File: config.mk
export PLATFORM = sky130hd
export DESIGN_NAME = drum_step_scheduler
export DESIGN_NICKNAME = d
export VERILOG_FILES = /design/src/rtl/drum_pkg.sv /design/src/rtl/drum_wait_timer.sv /design/src/rtl/drum_step_scheduler.sv
export SDC_FILE = /design/constraint.sdc
export NUM_CORES = 1
export LEC_CHECK = 0
export ABC_AREA = 1
export CAP_MARGIN = 20
export CORE_ASPECT_RATIO = 1.5
export CORE_UTILIZATION = 56
export CTS_BUF_LIST = sky130_fd_sc_hd__clkbuf_4 sky130_fd_sc_hd__clkbuf_8
export CTS_CLUSTER_DIAMETER = 80
export DETAILED_ROUTE_END_ITERATION = 6
export PLACE_DENSITY_LB_ADDON = 0.1
export SLEW_MARGIN = 20
export SYNTH_ARGS = -nofsm -noshare
export SYNTH_HDL_FRONTEND = slang
export SYNTH_SLANG_ARGS = --single-unit
File: constraint.sdc
create_clock -name clk -period 7.1 [get_ports clk]
set_input_delay 1.42 -clock clk [delete_from_list [all_inputs] [get_ports clk]]
set_output_delay 1.42 -clock clk [all_outputs]
set_load 0.01 [all_outputs]
File: src/rtl/drum_pkg.sv
// Shared types for the drum-solver sequencer: node word format and scheduler states.
package drum_pkg;
  localparam int NODE_W = 18;
  localparam int TMR_W  = 8;

  typedef logic signed [NODE_W-1:0] node_t;

  typedef enum logic [3:0] {
    ST_IDLE,
    ST_INIT,
    ST_RD,
    ST_RD_WAIT,
    ST_CALC,
    ST_CALC_WAIT,
    ST_WR,
    ST_STEP_END,
    ST_DONE
  } sched_state_e;
endpackage

File: src/rtl/drum_wait_timer.sv
// Down-counting latency timer: load N, then 'expired' is high in the N-th cycle after the load.
module drum_wait_timer
  import drum_pkg::*;
#(
  parameter int W = TMR_W
) (
  input  logic         clk,
  input  logic         rst,
  input  logic         load,
  input  logic [W-1:0] load_val,
  output logic         expired
);

  logic [W-1:0] cnt_q;

  always_ff @(posedge clk or negedge rst) begin
    if (!rst) begin
      cnt_q <= '0;
    end else if (load) begin
      cnt_q <= load_val;
    end else if (cnt_q != '0) begin
      cnt_q <= cnt_q - W'(1);
    end
  end

  assign expired = (cnt_q == W'(1));

endmodule

File: src/rtl/drum_step_scheduler.sv
// Row/step sequencer for the square-drum column solver: pluck load, per-row read/update/write,
// time-step counting and centre-node sampling.
//
//  state        | meaning
//  IDLE         | waiting for shoot after reset
//  INIT         | writing pluck profile, one row per cycle
//  RD           | read strobe for current row
//  RD_WAIT      | memory read latency
//  CALC         | node-update strobe
//  CALC_WAIT    | node-update latency
//  WR           | write-back of update result, advance row
//  STEP_END     | step complete: count, publish sample, decide restart/stop/continue
//  DONE         | step limit reached, waiting for shoot
module drum_step_scheduler
  import drum_pkg::*;
#(
  parameter int ROWS       = 30,
  parameter int ADDR_W     = 5,
  parameter int RD_LAT     = 2,
  parameter int CALC_LAT   = 3,
  parameter int CENTER_ROW = 15
) (
  input  logic                     clk,
  input  logic                     rst,
  input  logic                     shoot,
  input  logic [31:0]              max_iterations,
  input  logic signed [NODE_W-1:0] center_node_in,
  output logic [ADDR_W-1:0]        row_addr,
  output logic                     mem_rd_en,
  output logic                     mem_wr_en,
  output logic                     init_sel,
  output logic                     compute_en,
  output logic                     first_row,
  output logic                     last_row,
  output logic signed [NODE_W-1:0] output_node,
  output logic                     output_ready,
  output logic [31:0]              iterations,
  output logic                     busy,
  output logic                     done
);

  localparam logic [ADDR_W-1:0] ROW_LAST = ADDR_W'(ROWS - 1);
  localparam logic [ADDR_W-1:0] ROW_CTR  = ADDR_W'(CENTER_ROW);

  sched_state_e      state_q, state_d;
  logic [ADDR_W-1:0] row_q;
  logic [31:0]       iter_q;
  logic [31:0]       iter_inc;
  node_t             node_q;
  logic              pend_q;
  logic              at_last;
  logic              limit_hit;
  logic              tmr_load;
  logic [TMR_W-1:0]  tmr_val;
  logic              tmr_expired;

  assign at_last   = (row_q == ROW_LAST);
  assign iter_inc  = iter_q + 32'd1;
  assign limit_hit = (max_iterations != 32'd0) && (iter_inc >= max_iterations);

  // One timer serves both waits; RD and CALC are never adjacent to the other's wait.
  assign tmr_load = (state_q == ST_RD) || (state_q == ST_CALC);
  assign tmr_val  = (state_q == ST_RD) ? TMR_W'(RD_LAT) : TMR_W'(CALC_LAT);

  drum_wait_timer #(.W(TMR_W)) u_timer (
    .clk      (clk),
    .rst      (rst),
    .load     (tmr_load),
    .load_val (tmr_val),
    .expired  (tmr_expired)
  );

  always_comb begin
    state_d      = state_q;
    mem_rd_en    = 1'b0;
    mem_wr_en    = 1'b0;
    init_sel     = 1'b0;
    compute_en   = 1'b0;
    output_ready = 1'b0;
    busy         = 1'b1;
    done         = 1'b0;
    unique case (state_q)
      ST_IDLE: begin
        busy = 1'b0;
        if (shoot) state_d = ST_INIT;
      end
      ST_DONE: begin
        busy = 1'b0;
        done = 1'b1;
        if (shoot) state_d = ST_INIT;
      end
      ST_INIT: begin
        mem_wr_en = 1'b1;
        init_sel  = 1'b1;
        if (at_last) state_d = ST_RD;
      end
      ST_RD: begin
        mem_rd_en = 1'b1;
        state_d   = (RD_LAT == 0) ? ST_CALC : ST_RD_WAIT;
      end
      ST_RD_WAIT: begin
        if (tmr_expired) state_d = ST_CALC;
      end
      ST_CALC: begin
        compute_en = 1'b1;
        state_d    = (CALC_LAT == 0) ? ST_WR : ST_CALC_WAIT;
      end
      ST_CALC_WAIT: begin
        if (tmr_expired) state_d = ST_WR;
      end
      ST_WR: begin
        mem_wr_en = 1'b1;
        state_d   = at_last ? ST_STEP_END : ST_RD;
      end
      ST_STEP_END: begin
        output_ready = 1'b1;
        if (pend_q || shoot) state_d = ST_INIT;
        else if (limit_hit)  state_d = ST_DONE;
        else                 state_d = ST_RD;
      end
      default: begin
        busy    = 1'b0;
        state_d = ST_IDLE;
      end
    endcase
  end

  always_ff @(posedge clk or negedge rst) begin
    if (!rst) begin
      state_q <= ST_IDLE;
      row_q   <= '0;
      iter_q  <= '0;
      node_q  <= '0;
      pend_q  <= 1'b0;
    end else begin
      state_q <= state_d;
      unique case (state_q)
        ST_IDLE, ST_DONE: begin
          if (shoot) row_q <= '0;
        end
        ST_INIT: begin
          row_q <= at_last ? '0 : row_q + ADDR_W'(1);
          if (at_last) iter_q <= '0;
        end
        ST_WR: begin
          row_q <= at_last ? '0 : row_q + ADDR_W'(1);
          if (row_q == ROW_CTR) node_q <= center_node_in;
        end
        ST_STEP_END: begin
          iter_q <= iter_inc;
          row_q  <= '0;
        end
        default: ;
      endcase
      // A shoot during a step is held until the step boundary so no row is cut short.
      if (state_q == ST_STEP_END)  pend_q <= 1'b0;
      else if (busy && shoot)      pend_q <= 1'b1;
    end
  end

  assign row_addr    = row_q;
  assign iterations  = iter_q;
  assign output_node = node_q;
  assign first_row   = busy && (row_q == '0);
  assign last_row    = busy && at_last;

endmodule
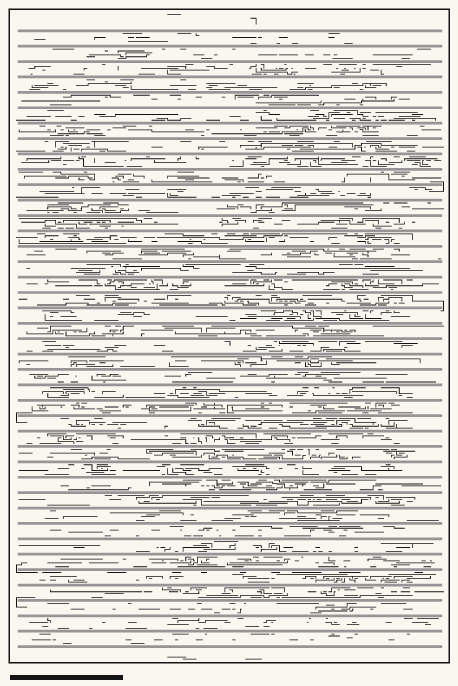
(the metal 1 layer)
Scale bar: 20 um. Supply wires on this layer in grey.
main direction: horizontal
nets with wire on the layer: 762
longest straight run: 27.1 um
share of all routed wire: 38%
Vias: 4664
final WL: 12600 um
GR met1 Demand/Resource: 0.308

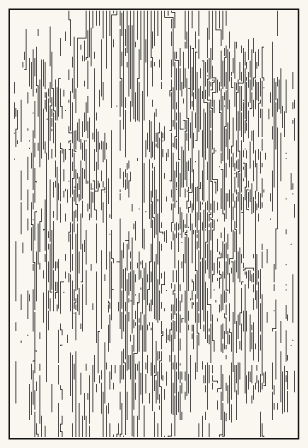
(signal wires on met2)
longest straight run: 61.5 um
main direction: vertical
wire length on this layer: 6880 um
met2 Resource Use GR: 0.550

==> job_summary.md <==
## PnR job results

| Metric | Value |
|---|---|
| Latency at later pin | 0.36 ns |
| Synth cell count leaders | nand2_1 (147), inv_1 (108), dfrtp_1 (68) |
| Die H | 115 um |
| Aoi/oai-family share of the synthesized area | 0.0882 |
| Async S/R FF share, synth | 1.00 |
| Crit path max fanout | 6 |
| Crit end category | output port |
| Total power | 1.37 mW |
| Reg2Reg Capture Point | state_q[1] |
| Dpl ws | 3.82 ns |
| Post-Syn Area | 4780 um2 |
| Sequential cell area share | 0.271 |
| CTS Hold Bufs | 0 |
| Total grt overflow | 0 |
| CP Launch Type | register |
| Worst setup margin | 3.49 ns |
| H-tree depth | 3 |
| Biggest area cells | dfrtp_1 (36%), nand2_1 (12%), ha_1 (10%) |
| GRT Total Usage | 0.295 |
| Setup repair after global routing missed its margin | false |
| Clk_buf instances | 12 |
| Area delta synth->final | 31.3% |
| Vias in the first global route | 4591 |
| Most common cell in the netlist | nand2_1 |
| Dpl cells | 836 |
| Synthesis-stage register bit count | 68 |
| Final Hold Fails | 0 |
| Worst-margin pin slew | 0.887 ns |
| Outcome | complete, no violations |
| Critical path class | reg -> out |
cell usage in the layout (no fill, tap or decap), drive strengths merged:
cell             n
a21o             2
a22o             2
o22ai            9
o21a             2
clkbuf          12
o211ai           1
nand4           16
nand3           18
o31ai            3
clkinvlp         1
o21ai           27
clkinv           1
inv            113
o32ai            1
or2              2
nand3b           1
bufinv           2
mux2            18
o21bai           1
nand2          151
o41ai            1
clkdlybuf4s50  115
nor2            67
xor2            16
xnor2            2
nor4             7
buf              4
ha              39
dfrtp           68
nor3            21
a21oi           21
and2             3
worst max path at each step:
stage | slack, ns | startpoint | cells past startpoint | end
finish | 3.49 | state_q[1] | 7 | first_row
CTS | 3.51 | state_q[0] | 7 | first_row
detailed placement | 3.82 | max_iterations[15] | 16 | state_q[1]
floorplan | 4.39 | state_q[0] | 6 | first_row
global route | 3.34 | state_q[1] | 7 | first_row
global placement | 3.88 | max_iterations[15] | 16 | state_q[1]
worst register-to-register path: cells and delay by family, from the launching register on:
kind	cells	cell delay (ns)
AND-OR/OR-AND	1	0.16
buffers and inverters	1	0.07
adder cells (fa/ha/maj)	2	0.50
AND/OR/NAND/NOR	18	1.81
flip-flops	1	0.47
power by group:
part | leakage [nW] | internal (mW) | switching, mW
clock | 0.113 | 0.215 | 0.153
combinational | 2.06 | 0.218 | 0.291
sequential | 0.884 | 0.439 | 0.0540
layer usage:
metal	vias to the layer above	GRT usage	wire, um
met4	0	0.182	435
met5	-	0	0
li1	2240	-	-
met3	38	0.0468	555
met1	2227	0.308	4730
met2	159	0.550	6880
flip-flops by register name, summed over array words and instances, names as in the netlist:
register	flops
u_timer.cnt_q	8
state_q	4
row_addr	5
pend_q	1
output_node	18
iterations	32
Power and IR drop assume default switching activity.
